Design bira_greedy_alloc, sky130hd; sources not shown.
==> run_1/layer_met1.png <==
The bar under the picture is 100 um long. Cells faint in the background.
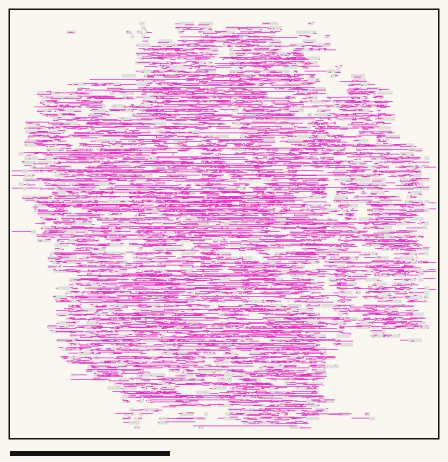
wire length on this layer: 33.8 mm
longest straight run: 80.5 um
total length of routed wires: 76.8 mm
routing usage on met1: 0.297
vias: 18,200

==> run_1/layer_met2.png <==
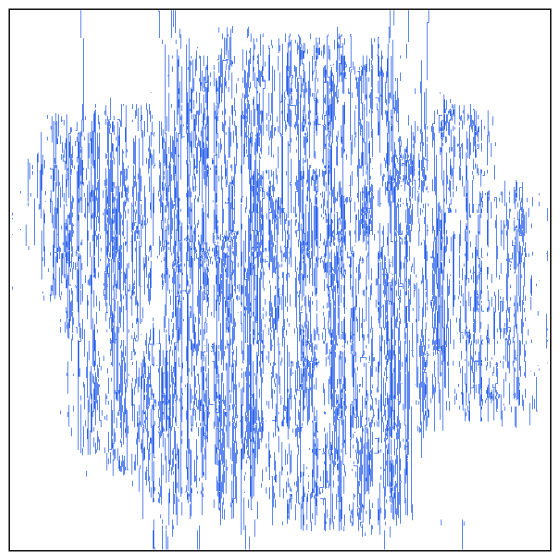
nets with wire on the layer: 2,027
longest straight run: 121 um
met2 capacity usage during global routing: 0.344

==> run_1/layer_met3.png <==
The bar under the picture is 100 um long.
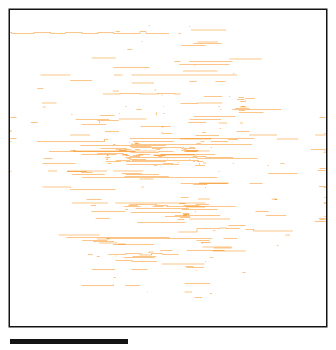
share of all routed wire: 6.2%
wire length on this layer: 4,760 um
nets with wire on the layer: 175
routing usage on met3: 0.0486

==> notes.md, run 1 <==
Implementation results

Counting every net in the synthesized netlist gives between 2,000 and 2,500. The fraction of the yosys area taken by sequential cells is 0.450. For reference, the post-synthesis area per instance comes to 12.5 um^2.

Per the layout area report, the sequential fraction of cell area is 0.412. The iteration count of the initial detailed-routing pass is 7. The tree built by TritonCTS fans out to 516 sinks. Wire segments on met2 add up to 36.0 mm in the final route. In the final report, the number of hold violations comes to 0.

The run finished with clean final reports. Buffers inserted to repair hold after CTS numbered 0. The maximum clock insertion buffer count is 3. Per STA, the worst path is made up of clkdlybuf4s50_1, buf_4, xnor2_1, nand4_1, nor4_1, nand3_1, and4bb_2, nand4_4, nor2_4, nand2_2, mux2_2. The storage element area is approximately 13,000 um^2.

The library cells used most frequently in the layout, excluding fill and tap cells, are dfrtp_1 (510), mux2_2 (385), xnor2_1 (215). The unique cell type count in the Yosys netlist is 74. For the worst setup path, the data arrival time is between 10 and 15 ns. In the CTS report, the clock slew at the register clock pins of the worst setup and hold paths is listed as ~0.060 ns. The share of the core area taken by cells at floorplan is 0.435. The peak ir drop on the vdd network is 0.0373 mV. The tightest min-delay check is of the flop to flop type. The detailed-route wire length on metal 1 is 33.8 mm. The via count of the first global-routing pass was between 15,000 and 20,000.

0 antenna diodes ended up in the layout. The depth of the worst hold-timing path is 1. The finished design was reported to have a net count of around 2,300. The remaining number of nets flagged by the antenna check after routing is 0. The max-slew check reports its worst relative slack as 0.243. The root buffer selected by CTS is clkbuf_16. After the first detailed-routing iteration, the DRC count stood at about 1,300. The sort of element at the end of the critical path is a flop.

In this run, placement finished with an instance count of ~3,100. The final clock period utilization by the worst path is 0.420. The initial antenna violation count is 0. Data on the critical path is required at its endpoint by around 30 ns. The wire length of the first global-routing pass is ~120 mm. The final total negative setup slack is 0 ns. Per the area breakdown, the dominant cell category is multi-input combinational cells. The number of cell instances after yosys synthesis is about 2,300.

The biggest area contributor in the post-synthesis netlist is dfrtp_1. The share of flip-flops with an asynchronous set or reset is 1.00. The final weighted congestion recorded by global placement is around 0.86. The area taken by multi-input combinational cells is reported as approximately 14,000 um^2. Per the OpenROAD power report, leakage power amounts to approximately 14 nW.

TritonCTS built the clock tree. The register-to-register setup slack is 22.44 ns. The number of logic gates is between 1,500 and 2,000. After global routing, the most crowded layer is met2.

At the end of the flow the core is filled with cells to 0.475. The cell area after placement is roughly 29,000 um^2. Post-synth the commonest register cell is dfrtp_1.

Warnings raised by the tools during the run amount to approximately 40. The H-tree generated during clock tree synthesis spans 2 levels. Counting flops with a built-in enable in the synthesized netlist gives 0.

The global routing usage summed across all routing layers is 0.215. The setup-violating endpoint count in the final report is 0. The number of well taps is approximately 860. The power density of the placed cells is 48.7 nW/um^2.

Per STA, the highest per-stage delay on the worst path measures roughly 0.93 ns. The routed design shows a wire length per standard cell of 24.3 um. The routed design uses 4.76 mm of met3 wire. Clock skew on the completed layout was measured at between 0.02 and 0.025 ns. The final HPWL from detailed placement is a little over 50 mm. The post-cts repair resize count is 0. Ranked by instance count, the synthesized netlist is headed by dfrtp_1 (514), mux2_2 (385), xnor2_1 (215). From left edge to right edge, the die measures between 200 and 300 um. Synthesis produced between 2,000 and 2,500 cells.

The total overflow left after global routing is 0. The worst slack on hold paths is between 0.4 and 0.5 ns. Entering global routing, the biggest net connects 169 pins. The number of clock-tree buffers in the layout is 86. The upper clock frequency limit is between 70 and 80 MHz. The total number of placement rows is 94. The startpoint type of the worst setup path is a primary input.

By area the synthesized netlist is led by dfrtp_1 (45%), mux2_2 (15%), mux4_2 (8.2%), xnor2_1 (6.6%), xor2_1 (5.6%). The number of buffer cells added on primary ports is 43. For the completed layout, the total cell area is recorded as ~31,000 um^2. Looking at the max-slew report, the worst-margin pin has a slew of 1.12 ns. The most frequent cell after synthesis is dfrtp_1. The number of setup buffers added after CTS is 0.

The count of buffers not belonging to the clock network in the layout is ~80. The die outline area is 72,000 um^2. The depth of the worst register-to-register path is 20. The number of warnings issued by yosys is 0. Sequential cells placed in the final layout were counted as 516. The number of clock buffers inserted by TritonCTS is ~58. The count of state elements after synthesis is 516. The later pin in the worst-skew pair is clocked with a latency of around 0.63 ns.

The area growth from synthesis to layout is 9.30%. Non-clock inverters in the final layout number 31. STA lists the maximum fanout along the critical path as 32.

The tally of max-capacitance violations is 0. Summing every instance area after synthesis gives around 29,000 um^2. The relative area of clock buffers and inverters in the final design is 0.0645. The detailed router used layers up to and including met4. In this run the vertical extent of the chip is between 200 and 300 um.

In the setup report, the worst path falls into the class primary input to flop. Total power for the finished layout comes to ~1.5 mW. After detailed routing, the number of remaining DRC violations is 0. The number of cells in the finished layout apart from fillers is 3,162. The most numerous logic cell after layout is dfrtp_1. In the routed layout, each cell is associated on average with a via count of roughly 5.8. Of the cells placed in the final design, the portion with a size suffix greater than 1 is 0.288. The area inside the core boundary is roughly 66,000 um^2. The final timing report lists a max-slew violation count of 0. The pre-CTS setup check shows a worst slack of 16.64 ns. The critical path's slowest stage uses the library cell nor4_1. The count of fill cells added during filler insertion is just under 6,000. Of the post-synthesis cell area, the dominant cell type holds 0.448. The stat command in Yosys gives a chip area of ~29,000 um^2.

Setup repair after global routing left no endpoint under its margin. The layout report lists the non-clock buffer share of cell area as 0.0230. The final worst setup slack is between 15 and 20 ns.

44 I/O pins were placed. The smallest clock period supported by the final layout is computed as 12.51 ns. Multi-input logic gates represent a cell area share of 0.462.
run 1: report_power, final:
part | switching, mW | leakage (nW) | internal [mW]
combinational | 0.0476 | 6.23 | 0.0201
sequential | 0.0000855 | 7.15 | 0.701
clock | 0.300 | 0.999 | 0.459
total | 0.348 | 14.4 | 1.18
run 1: logic make-up (layout without fill, tap and decap cells):
logic type	Yosys count	count (layout)	share of synthesized area
adder cells (fa/ha/maj)	26	26	0.0113
flip-flops	516	516	0.450
multiplexers	533	533	0.249
AND-OR/OR-AND	172	172	0.0394
XOR/XNOR	397	397	0.121
buffers and inverters	219	216	0.0454
AND/OR/NAND/NOR	438	438	0.0836
run 1: worst max-delay path: cells and delay by family:
kind          cells  cell delay (ns)
simple gates      7             2.51
buf+inv           2             0.86
mux               1             0.42
xor+xnor          1             0.21
--- run 2 (diff from run 1) ---
==> constraint.sdc (replaced) <==
create_clock -name clk -period 12.7 [get_ports clk]
set_input_delay 3.81 -clock clk [delete_from_list [all_inputs] [get_ports clk]]
set_output_delay 3.81 -clock clk [all_outputs]
set_load 0.02 [all_outputs]
==> run_2/layer_met3.png <==
The bar under the picture is 100 um long.
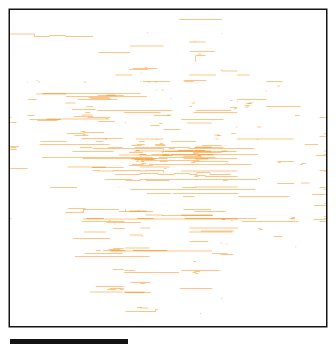
share of all routed wire: 6.7%
longest straight run: 132 um
wire length on this layer: 5,080 um
nets with wire on the layer: 176
main direction: horizontal
total length of routed wires: 76.4 mm
routing usage on met3: 0.0461
vias: 18,100

==> run_2/layer_met1.png <==
The bar under the picture is 100 um long. Cells faint in the background.
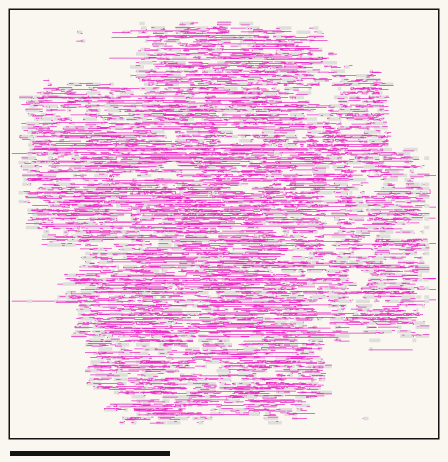
longest straight run: 106 um
main direction: horizontal
routing usage on met1: 0.298

==> run 2 against run 1 <==
Against the previous run: sequential share of layout area is 0.33 points higher; routed wire length is 0.55% lower; largest cell class unchanged; clock power is 110% higher; core utilization is 0.37 points lower; via count is 0.63% lower; setup slack worse by 12 ns; clock skew is 0.0037 ns higher; worst hold slack better by 0.00092 ns.
==> notes.md, run 2 <==
Implementation results

The tally of max-capacitance violations is 0 (unchanged). The critical path class is primary input to flop (unchanged). The number of antenna repair diodes is 0 (unchanged). The largest power group was registers (was the clock network). The count of library flops with an enable pin is 0 (unchanged). Dividing the final minimum period by the clock period gives 0.572. The summed standard-cell area reported by yosys is 28,700 um^2 (unchanged). The area inside the core boundary came to 66,000 um^2 (unchanged). The pin count of the biggest net entering global routing is 190 (was 169).

The post-synthesis share of cell area spent on and-or and or-and gates was 0.0394 (unchanged). For this run, the top clock speed supported by timing is between 100 and 150 MHz. The maximum clock insertion buffer count came to 3 (unchanged). The detailed-route wire length on metal 1 is 33.4 mm (was 33.8 mm). The storage element area came to 12,900 um^2 (unchanged). The combined area of all synthesized cells is 28,700 um^2 (unchanged). The clock network fraction of design power is 0.473 (was 0.497). The number of setup buffers added after CTS is 0 (unchanged). The slew at the pin closest to its max-slew limit is 1.11 ns (was 1.12 ns).

The fraction of the yosys area taken by sequential cells is 0.450 (unchanged). The number of logic gates is 1,566 (unchanged). The area share of buffers outside the clock network is 0.0233 (was 0.0230). The final HPWL from detailed placement is 51.5 mm (was 51.7 mm). The power in sequential cells is 1.64 mW (was 0.701 mW).

The count of fill cells added during filler insertion is 5,883 (was 5,879). The register-to-register setup slack came to 5.49 ns (was 22.44 ns). The global routing usage summed across all routing layers is 0.213 (was 0.215).

The simple logic cell fraction of the synthesized area is 0.0836 (unchanged). The share of the core filled with cells in the final layout is 0.471 (was 0.475). The via count of the first global-routing pass is 18,600 (was 18,900). The number of buffer cells added on primary ports was 43 (unchanged). The relative area of clock buffers and inverters in the final design is 0.0570 (was 0.0645). The xor-xnor portion of the synthesized cell area is 0.121 (unchanged). The post-cts repair resize count is 0 (unchanged). The leakage power is 14.2 nW (was 14.4 nW). The share of the synthesized area in the top cell type was 0.448 (unchanged). The remaining number of nets flagged by the antenna check after routing is 0 (unchanged). The top routing layer in use is met5 (was met4). The power spent charging and discharging nets is 0.792 mW (was 0.348 mW). Top cells by area: dfrtp_1 (45%), mux2_2 (15%), mux4_2 (8.2%), xnor2_1 (6.6%), xor2_1 (5.6%) (unchanged). The number of warnings issued by yosys is 0 (unchanged).

The setup-violating endpoint count in the final report is 0 (unchanged). The final total negative setup slack is 0 ns (unchanged). The sort of element at the end of the critical path is a flop (unchanged). The power attributed to combinational cells came to 0.158 mW (was 0.0677 mW). The depth of the worst hold-timing path is 1 (unchanged). Run status: complete, no violations (unchanged). The die outline width is 268 um (unchanged).

The post-detailed-route via-to-cell ratio was 5.75 (was 5.76). The clock input transition at the sequential cells of the worst setup and hold paths is 0.06 ns (about the same). Leading cell types in the layout, fill and taps excluded: dfrtp_1 (510), mux2_2 (385), xnor2_1 (215) (unchanged). The internal power consumption is 2.63 mW (was 1.18 mW).

The clock skew is 0.0249 ns (was 0.0212 ns). The count of buffers not belonging to the clock network in the layout is 79 (was 80). The clock-net power was 1.62 mW (was 0.759 mW).

The sequential share of power is 0.481 (was 0.459). The wire length on met3 is 5.08 mm (was 4.76 mm). The post-placement worst setup slack is 4.79 ns (was 16.64 ns). The clock tree from TritonCTS is yes (unchanged). The die span in y was 268 um (unchanged). The share of flip-flops with an asynchronous set or reset was 1.00 (unchanged). The arrival time at the worst endpoint was 7.75 ns (was 13.00 ns). The synthesized area divided by synthesized cell count is 12.5 um^2 (unchanged). The number of cells in the finished layout apart from fillers came to 3,150 (was 3,162).

Setup repair after global routing missed its margin: no (unchanged). The predominant post-synthesis flop cell is dfrtp_1 (unchanged). The switching power share of the total is 0.232 (was 0.227). The total number of placement rows is 94 (unchanged). The multiplexer area fraction after synthesis was 0.249 (unchanged). The routed wire length on met2 is 35.7 mm (was 36.0 mm). The hold buffer count at cts is 0 (unchanged). The wire length of the first global-routing pass was 118 mm (was 119 mm). The power density of the placed cells is 110 nW/um^2 (was 48.7 nW/um^2). The final design area excluding fillers is 31,100 um^2 (was 31,400 um^2). The share of total power in combinational logic is 0.046 (was 0.044). The final-report max-slew violation count is 0 (unchanged). The number of flip-flops and latches is 516 (unchanged).

The worst slack on hold paths is 0.469 ns (about the same). The register share of the cell area is 0.416 (was 0.412). The most numerous logic cell after layout is dfrtp_1 (unchanged). The number of remaining DRC errors is 0 (unchanged). The initial core utilization is 0.435 (unchanged). The top fanout value on the critical path came to 32 (unchanged).
==> run_2/layer_met2.png <==
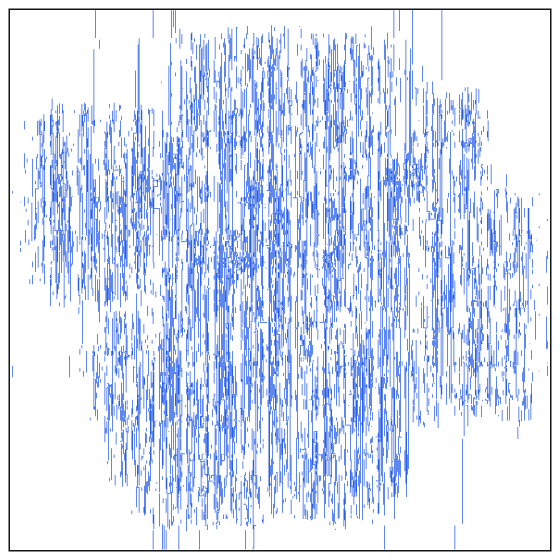
wire length on this layer: 35.7 mm
longest straight run: 120 um
main direction: vertical
met2 capacity usage during global routing: 0.338

[run 2: netlist changes by cell type in the layout (fill, tap and decap cells not counted), moves of 2 or more]
| cell | change |
|---|---|
| clkbuf_8 | -8 |
| clkbuf_16 | -4 |
| clkinv_2 | -4 |
| clkinvlp_4 | +4 |
| clkbuf_1 | +3 |
| buf_4 | -2 |
| bufinv_16 | -2 |
[run 2: worst max-delay path, stage by stage]
cell,delay [ns]
clkdlybuf4s50_1,0.45
buf_4,0.38
xnor2_1,0.23
nand4_1,0.16
nor4_1,0.77
nand3_1,0.23
and4bb_2,0.34
nand4_4,0.19
nor2_4,0.09
nand2_2,0.64
mux2_2,0.41
No activity file was given, so power comes from the tool's default toggle rates.
